**src/rtl/scratch_pad_stream_reader.sv**
```systemverilog
// scratch_pad_stream_reader
// Streams a contiguous block of scratch pad words out as an in-order
// ready/valid stream. A read is issued only when the response FIFO is
// guaranteed to have a free slot for it: outstanding reads plus buffered
// words must stay below FIFO_DEPTH.
module scratch_pad_stream_reader #(
  parameter int WIDTH      = 64,
  parameter int ADDR_WIDTH = 15,
  parameter int LEN_WIDTH  = 16,
  parameter int FIFO_DEPTH = 16
) (
  input  logic                  clk,
  input  logic                  rst,          // active-low, asynchronous
  input  logic                  start,
  input  logic [ADDR_WIDTH-1:0] base_addr,
  input  logic [LEN_WIDTH-1:0]  length,
  output logic                  busy,
  output logic                  done,
  output logic                  sp_rd_en,
  output logic [ADDR_WIDTH-1:0] sp_addr,
  input  logic [WIDTH-1:0]      sp_q,
  input  logic                  sp_valid,
  input  logic                  sp_full,
  output logic                  sp_stall,
  output logic [WIDTH-1:0]      out_data,
  output logic                  out_valid,
  input  logic                  out_ready,
  output logic                  protocol_err
);

  localparam int PW = $clog2(FIFO_DEPTH);
  localparam int CW = PW + 1;

  typedef enum logic [1:0] {IDLE, ISSUE, DRAIN, DONE} state_t;

  state_t                state_reg, state_next;
  logic [ADDR_WIDTH-1:0] addr_reg, addr_next;
  logic [LEN_WIDTH-1:0]  remaining_reg, remaining_next;
  logic [CW-1:0]         outstanding_reg, outstanding_next;
  logic [CW-1:0]         count_reg, count_next;
  logic [PW-1:0]         wr_ptr_reg, wr_ptr_next;
  logic [PW-1:0]         rd_ptr_reg, rd_ptr_next;
  logic                  err_reg, err_next;

  logic [WIDTH-1:0]      fifo_mem [FIFO_DEPTH];

  logic fifo_full;
  logic fifo_empty;
  logic pop;
  logic push;
  logic resp_expected;
  logic credit_ok;
  logic issue;
  logic err_set;

  // Datapath qualifiers derived from the registered counters.
  always_comb begin
    fifo_full     = (count_reg == CW'(FIFO_DEPTH));
    fifo_empty    = (count_reg == '0);
    pop           = !fifo_empty && out_ready;
    resp_expected = sp_valid && (outstanding_reg != '0);
    // A full FIFO can still take a word when the head leaves in the same cycle.
    push          = resp_expected && (!fifo_full || pop);
    err_set       = sp_valid && ((outstanding_reg == '0) || (fifo_full && !pop));
    credit_ok     = ({1'b0, outstanding_reg} + {1'b0, count_reg}) < (CW+1)'(FIFO_DEPTH);
    issue         = (state_reg == ISSUE) && !sp_full && credit_ok;
  end

  // Next-state, transfer counters and error flag.
  always_comb begin
    state_next       = state_reg;
    addr_next        = addr_reg;
    remaining_next   = remaining_reg;
    outstanding_next = outstanding_reg;
    count_next       = count_reg;
    wr_ptr_next      = wr_ptr_reg;
    rd_ptr_next      = rd_ptr_reg;
    err_next         = err_reg;

    case (state_reg)
      IDLE: begin
        if (start) begin
          err_next = 1'b0;
          if (length != '0) begin
            addr_next      = base_addr;
            remaining_next = length;
            state_next     = ISSUE;
          end else begin
            state_next = DONE;
          end
        end
      end
      ISSUE: begin
        if (issue) begin
          addr_next      = addr_reg + 1'b1;
          remaining_next = remaining_reg - 1'b1;
          if (remaining_reg == LEN_WIDTH'(1)) begin
            state_next = DRAIN;
          end
        end
      end
      DRAIN: begin
        if ((outstanding_reg == '0) && fifo_empty) begin
          state_next = DONE;
        end
      end
      DONE: begin
        state_next = IDLE;
      end
      default: state_next = IDLE;
    endcase

    // Any response retires one outstanding read, even if it had to be dropped.
    case ({issue, resp_expected})
      2'b10:   outstanding_next = outstanding_reg + 1'b1;
      2'b01:   outstanding_next = outstanding_reg - 1'b1;
      default: outstanding_next = outstanding_reg;
    endcase

    case ({push, pop})
      2'b10:   count_next = count_reg + 1'b1;
      2'b01:   count_next = count_reg - 1'b1;
      default: count_next = count_reg;
    endcase

    if (push) begin
      wr_ptr_next = wr_ptr_reg + 1'b1;
    end
    if (pop) begin
      rd_ptr_next = rd_ptr_reg + 1'b1;
    end

    // A violation in the same cycle as a start still gets reported.
    if (err_set) begin
      err_next = 1'b1;
    end
  end

  // State and counter registers.
  always_ff @(posedge clk or negedge rst) begin
    if (!rst) begin
      state_reg       <= IDLE;
      addr_reg        <= '0;
      remaining_reg   <= '0;
      outstanding_reg <= '0;
      count_reg       <= '0;
      wr_ptr_reg      <= '0;
      rd_ptr_reg      <= '0;
      err_reg         <= 1'b0;
    end else begin
      state_reg       <= state_next;
      addr_reg        <= addr_next;
      remaining_reg   <= remaining_next;
      outstanding_reg <= outstanding_next;
      count_reg       <= count_next;
      wr_ptr_reg      <= wr_ptr_next;
      rd_ptr_reg      <= rd_ptr_next;
      err_reg         <= err_next;
    end
  end

  // Response storage; contents are meaningless whenever the count is zero.
  always_ff @(posedge clk) begin
    if (push) begin
      fifo_mem[wr_ptr_reg] <= sp_q;
    end
  end

  // Output mapping.
  always_comb begin
    busy         = (state_reg != IDLE);
    done         = (state_reg == DONE);
    sp_rd_en     = issue;
    sp_addr      = addr_reg;
    sp_stall     = fifo_full;
    out_valid    = !fifo_empty;
    out_data     = fifo_empty ? '0 : fifo_mem[rd_ptr_reg];
    protocol_err = err_reg;
  end

endmodule

```
**config.mk**
```make
export PLATFORM = sky130hd
export DESIGN_NAME = scratch_pad_stream_reader
export DESIGN_NICKNAME = d
export VERILOG_FILES = /design/src/rtl/scratch_pad_stream_reader.sv
export SDC_FILE = /design/constraint.sdc
export NUM_CORES = 1
export LEC_CHECK = 0
export ABC_AREA = 1
export CAP_MARGIN = 40
export CORE_AREA = 3 3 335 304
export CTS_CLUSTER_SIZE = 12
export DETAILED_ROUTE_END_ITERATION = 12
export DIE_AREA = 0 0 338 307
export GPL_ROUTABILITY_DRIVEN = 0
export PLACE_DENSITY = 0.66
export SLEW_MARGIN = 15
export SYNTH_ARGS = -nofsm -noshare
export SYNTH_HDL_FRONTEND = slang
export SYNTH_SLANG_ARGS = --single-unit
```
**constraint.sdc**
```tcl
create_clock -name clk -period 5.92 [get_ports clk]
set_input_delay 1.48 -clock clk [delete_from_list [all_inputs] [get_ports clk]]
set_output_delay 1.48 -clock clk [all_outputs]
set_load 0.02 [all_outputs]
```
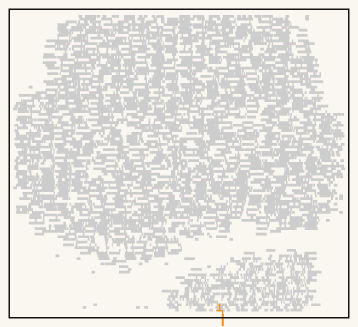
**Above:** run 1 (wires at chosen ports, followed through buffers).
Drawn at 1 px/um.
Orange is `sp_full`, bits 1, direction input, end cells 1, buffers 1, wire 17.3 um.

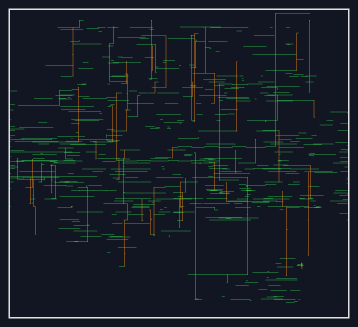
**Above:** run 1 (signal wires by layer).
Drawn at 1 px/um. Two of the layers only.
Orange is metal 4, wire length 2530 um. Green is metal 3, wire length 7000 um.

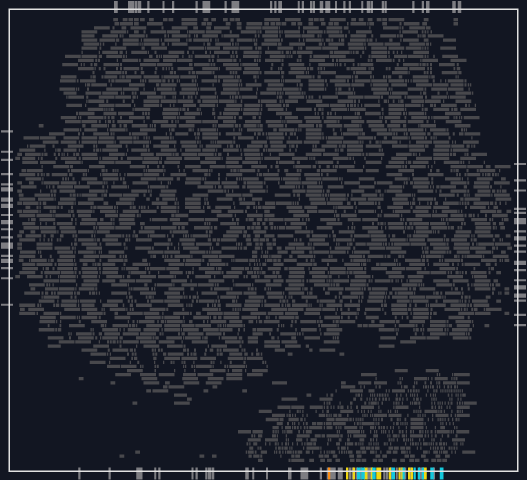
**Above:** run 1 (pin map).
Drawn at 1.5 px/um. Pins as bars across the die edge, other pins in grey.
Yellow is `sp_addr`, pins 15, direction output, edge bottom. Cyan is `length`, pins 16, direction input, edge bottom. Orange is `sp_full`, pins 1, direction input, edge bottom.

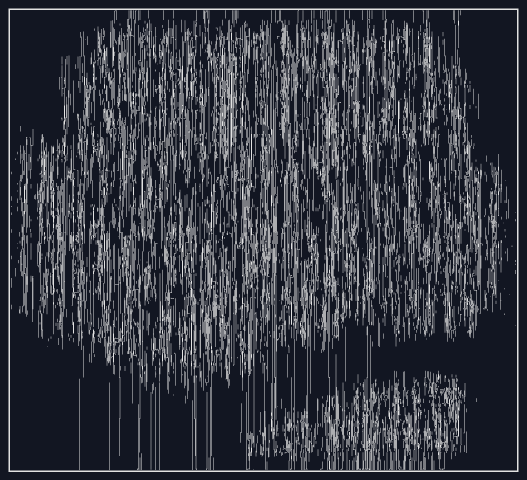
**Above:** run 1 (signal wires on met2).
Drawn at 1.5 px/um.
The layer carries 52.9 mm of wire. The longest straight run is 130 um. The layer holds 48% of the routed length.

==> impl_metrics.toml, run 1 <==
# generated from flow reports
[timing]
worst_slack_ns = 0.550
rsz0062_at_grt = "false"
hold_ws_ns = 0.503
fin_tns_setup_ns = 0
finalHoldViolCount = 0
skew_ns = 0.0162
fmax_mhz = 186

[floorplan]
die_x_um = 338
placement_rows = 109
fp-utilization_pct = 44.9
io_pins = 186
core_area_mm2 = 0.0983

[job]
log.warning_count = 49

[logic_synthesis]
area_leaders = "edfxtp_1 70%, nor2_1 7.2%, o21ai_0 5.3%"
ys.flops = 1076
async_reset_ff_share_pct = 4.83
top_cell_area_share_pct = 69.6
synth_area_leader_cell = "edfxtp_1"
synth-edff-count = 1024
yosysCellCount = 3585
synth-area-yosys_mm2 = 0.0442

[power_and_ir_drop]
clk-power_mw = 6.35
switchingPower_mw = 9.82
totalPowerFinal_mw = 26.1
p_comb_share_pct = 38.1
switching_share_pct = 37.7
seqPwrFrac_pct = 37.6
maxPowerGroup = "combinational logic"
leakage_nw = 16.7
max-vdd-ir-drop_uv = 344
powerDensity_mw_per_mm2 = 515
powerSeq_mw = 9.79

[final_layout]
ff_latch_area_mm2 = 0.0321
clock_area_share_pct = 6.30
seq_share_pct = 63.3
buffers = 257
dominant_cells = "registers"
drive_gt1_share_pct = 6.00
lay_top_cells = "1024 x edfxtp_1, 831 x nor2_1, 467 x o21ai_0"
layout.area.comb_mm2 = 0.0108
num_antenna_cells = 2

[drt]
first_pass_iters = 7
drc_errors = 0
wl_um = 110000
routed_via_density = 5.57
num_vias = 28500
postRouteAntennaNets = 0

[cts]
clkLatencyLatePin_ns = 0.66
post_cts_resized = 0
cts-root-buf = "clkbuf_16"
clk_pin_slew_ns = 0.06
cts_tree = "done"
cts_sinks = 1076
htree_num_levels = 3

[critical_path]
setup.worst_path.class = "reg2out"
rr_worst_depth = 9
reg2reg_from = "count_reg[0]"
reg2reg_to = "fifo_mem[2][17]"
endpoint = "out_data[18]"
cp-startpoint = "rd_ptr_reg[0]"
start_kind = "flop"

[hold_path]
hold_class = "reg2reg"
min-delay-start = "remaining_reg[1]"

[place]
dp_slack_ns = 1.30
port_buffers = 185
dp_hpwl_um = 58400

[global_routing]
antenna_found_initial = 6
grt_pass1_wl_um = 168000
grt_max_degree = 184
grt_usage_pct = 21.1
first_global_vias = 27800

[run_status]
status = "finished clean"
==> run 1: critical path, cell delays in order, from the launching register on <==
cell             delay (ns)
dfrtp_4                0.61
inv_16                 0.43
buf_4                  0.53
nor2_1                 0.10
o211ai_1               0.28
nand3_1                0.10
a21oi_1                0.32
clkdlybuf4s50_1        0.67
==> run 1: per-layer routing <==
metal	vias to the layer above	share of wire [%]	global-route usage, %
li1	13300	-	-
met1	14100	43	30.1
met2	989	48	34.3
met3	172	6.3	2.98
met4	4	2.3	5.69
met5	-	0.031	0
==> run 1: logic make-up (layout without fill, tap and decap cells) <==
kind of cell	count (synthesis)	count (layout)	share of synthesized area [%]
simple gates	1289	1289	11.6
flops	1076	1076	72.6
compound gates	874	874	11.4
buf+inv	306	502	3.35
fa+ha+maj	26	26	0.771
xor+xnor	14	14	0.278
other cells	0	2	0
==> run 2, diff against run 1 <==
- MAX_ROUTING_LAYER: unset -> met4
- REMOVE_ABC_BUFFERS: unset -> 1
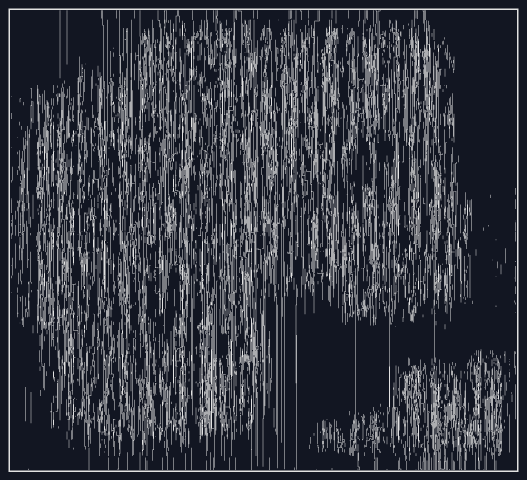
**Above:** run 2 (signal wires on met2).
Drawn at 1.5 px/um.
2778 nets have wire on it. The layer carries 54.0 mm of wire. The longest straight run is 146 um. The wires run mostly vertical. The layer holds 48% of the routed length.

==> run 2 against run 1 <==
  * First-iteration DRC count shrank 5.9%
  * Sequential cell count is the same
  * Via count is essentially flat
  * Critical endpoint is now out_data[27]
==> impl_metrics.toml, run 2 <==
# generated from flow reports
[run_status]
status = "finished clean"

[drt]
wl_met2_um = 54000
first_pass_iters = 6
maxUsedRoutingLayer = "met4"
postRouteAntennaNets = 0
dr_wl_met3_um = 7570
num_vias = 28500
wl_um = 112000
drc_errors = 0
routed_via_density = 5.54
wirelength_met1_um = 48300

[cts]
clkLatencyLatePin_ns = 0.70
cts_tree = "done"
post-cts-setup-buffers = 0
cts_sinks = 1076
cts-root-buf = "clkbuf_16"
clk_pin_slew_ns = 0.06
holdBufCountCts = 0
htree_num_levels = 3
post_cts_resized = 0

[logic_synthesis]
synth-seq-area-share_pct = 72.6
synthCells = 3585
mux_area_share_pct = 0
yosys.area_share.xor_xnor_pct = 0.278
yosysCellCount = 3585
yosys.area_share.simple_pct = 11.6
top_cell_area_share_pct = 69.6
synth_area_leader_cell = "edfxtp_1"
synthAoiAreaFrac_pct = 11.4
area_leaders = "edfxtp_1 70%, nor2_1 7.2%, o21ai_0 5.3%"
synth_area_mm2 = 0.0442
async_reset_ff_share_pct = 4.83
synth-area-yosys_mm2 = 0.0442
synth-edff-count = 1024
ys_sh_adder_pct = 0.771
synth_warnings = 0
ys.flops = 1076
top_logic_kind = "simple AND/OR/NAND/NOR gates"

[hold_path]
hold_class = "reg2reg"
hold_end = "outstanding_reg[4]"
min-delay-start = "outstanding_reg[4]"

[critical_path]
cpPeakStageDelay_ns = 0.83
required_ns = 4.44
cp-startpoint = "rd_ptr_reg[0]"
worst-path-stages = 8
crit_slowest_cell = "dfrtp_4"
rr_worst_depth = 9
reg2reg_to = "fifo_mem[2][31]"
cp_top_family = "buffers and inverters"
cp_common_cell = "nor2_1"
start_kind = "flop"
setup.worst_path.class = "reg2out"
path_cells = "buf_12, nor2_1, nor2_1, o21ai_0, o211ai_1, nand3_1, a21oi_1, clkdlybuf4s50_1"
reg2reg_from = "count_reg[0]"
path_buffers = 2
endpoint = "out_data[27]"

[global_routing]
gr-usage-met3_pct = 3.67
met2_usage_pct = 35.2
antenna_found_initial = 9
grt_pass1_wl_um = 171000
grt_max_degree = 182
grt_usage_pct = 22.3
grt.busiest_layer = "met2"
grt.met1_usage_pct = 30.2
first_global_vias = 27800

[power_and_ir_drop]
switchingPower_mw = 9.96
max-vdd-ir-drop_uv = 452
seqPwrFrac_pct = 37.5
leakage_nw = 16.8
clk-power_mw = 6.48
powerSeq_mw = 9.82
powerDensity_mw_per_mm2 = 515
maxPowerGroup = "combinational logic"
switching_share_pct = 38.0
clockPowerShare_pct = 24.7
p_comb_share_pct = 37.8
totalPowerFinal_mw = 26.2

[timing]
worst_slack_ns = 0.515
skew_ns = 0.0285
fmax_mhz = 185
hold_ws_ns = 0.512
relSlewSlack_pct = 40.3
finalHoldViolCount = 0
fin_tns_setup_ns = 0
rsz0062_at_grt = "false"

[floorplan]
io_pins = 186
placement_rows = 109
core_area_mm2 = 0.0983
fp-utilization_pct = 44.9
die-area_mm2 = 0.104
die_x_um = 338

[job]
log.warning_count = 43

[place]
dp_hpwl_um = 59400
dp_slack_ns = 1.24
port_buffers = 185

[final_layout]
area_growth_pct = 15.2
lay_top_cells = "1024 x edfxtp_1, 831 x nor2_1, 467 x o21ai_0"
drive_gt1_share_pct = 6.44
run 2: cell families (layout without fill, tap and decap cells):
family | Yosys count | count (layout)
simple gates | 1289 | 1289
flops | 1076 | 1076
compound gates | 874 | 874
buf+inv | 306 | 523
fa+ha+maj | 26 | 26
xor+xnor | 14 | 14
other cells | 0 | 8
run 2: layout make-up:
| class | count | area (um2) |
|---|---|---|
| tap | 1332 | 1670 |
| timing repair buffer | 265 | 2770 |
| antenna | 8 | 20.0 |
| inverter | 70 | 290 |
| clock inverter | 31 | 325 |
| sequential | 1076 | 32100 |
| multi-input combinational | 2203 | 10800 |
| fill | 8279 | 47500 |
| clock buffer | 157 | 2980 |
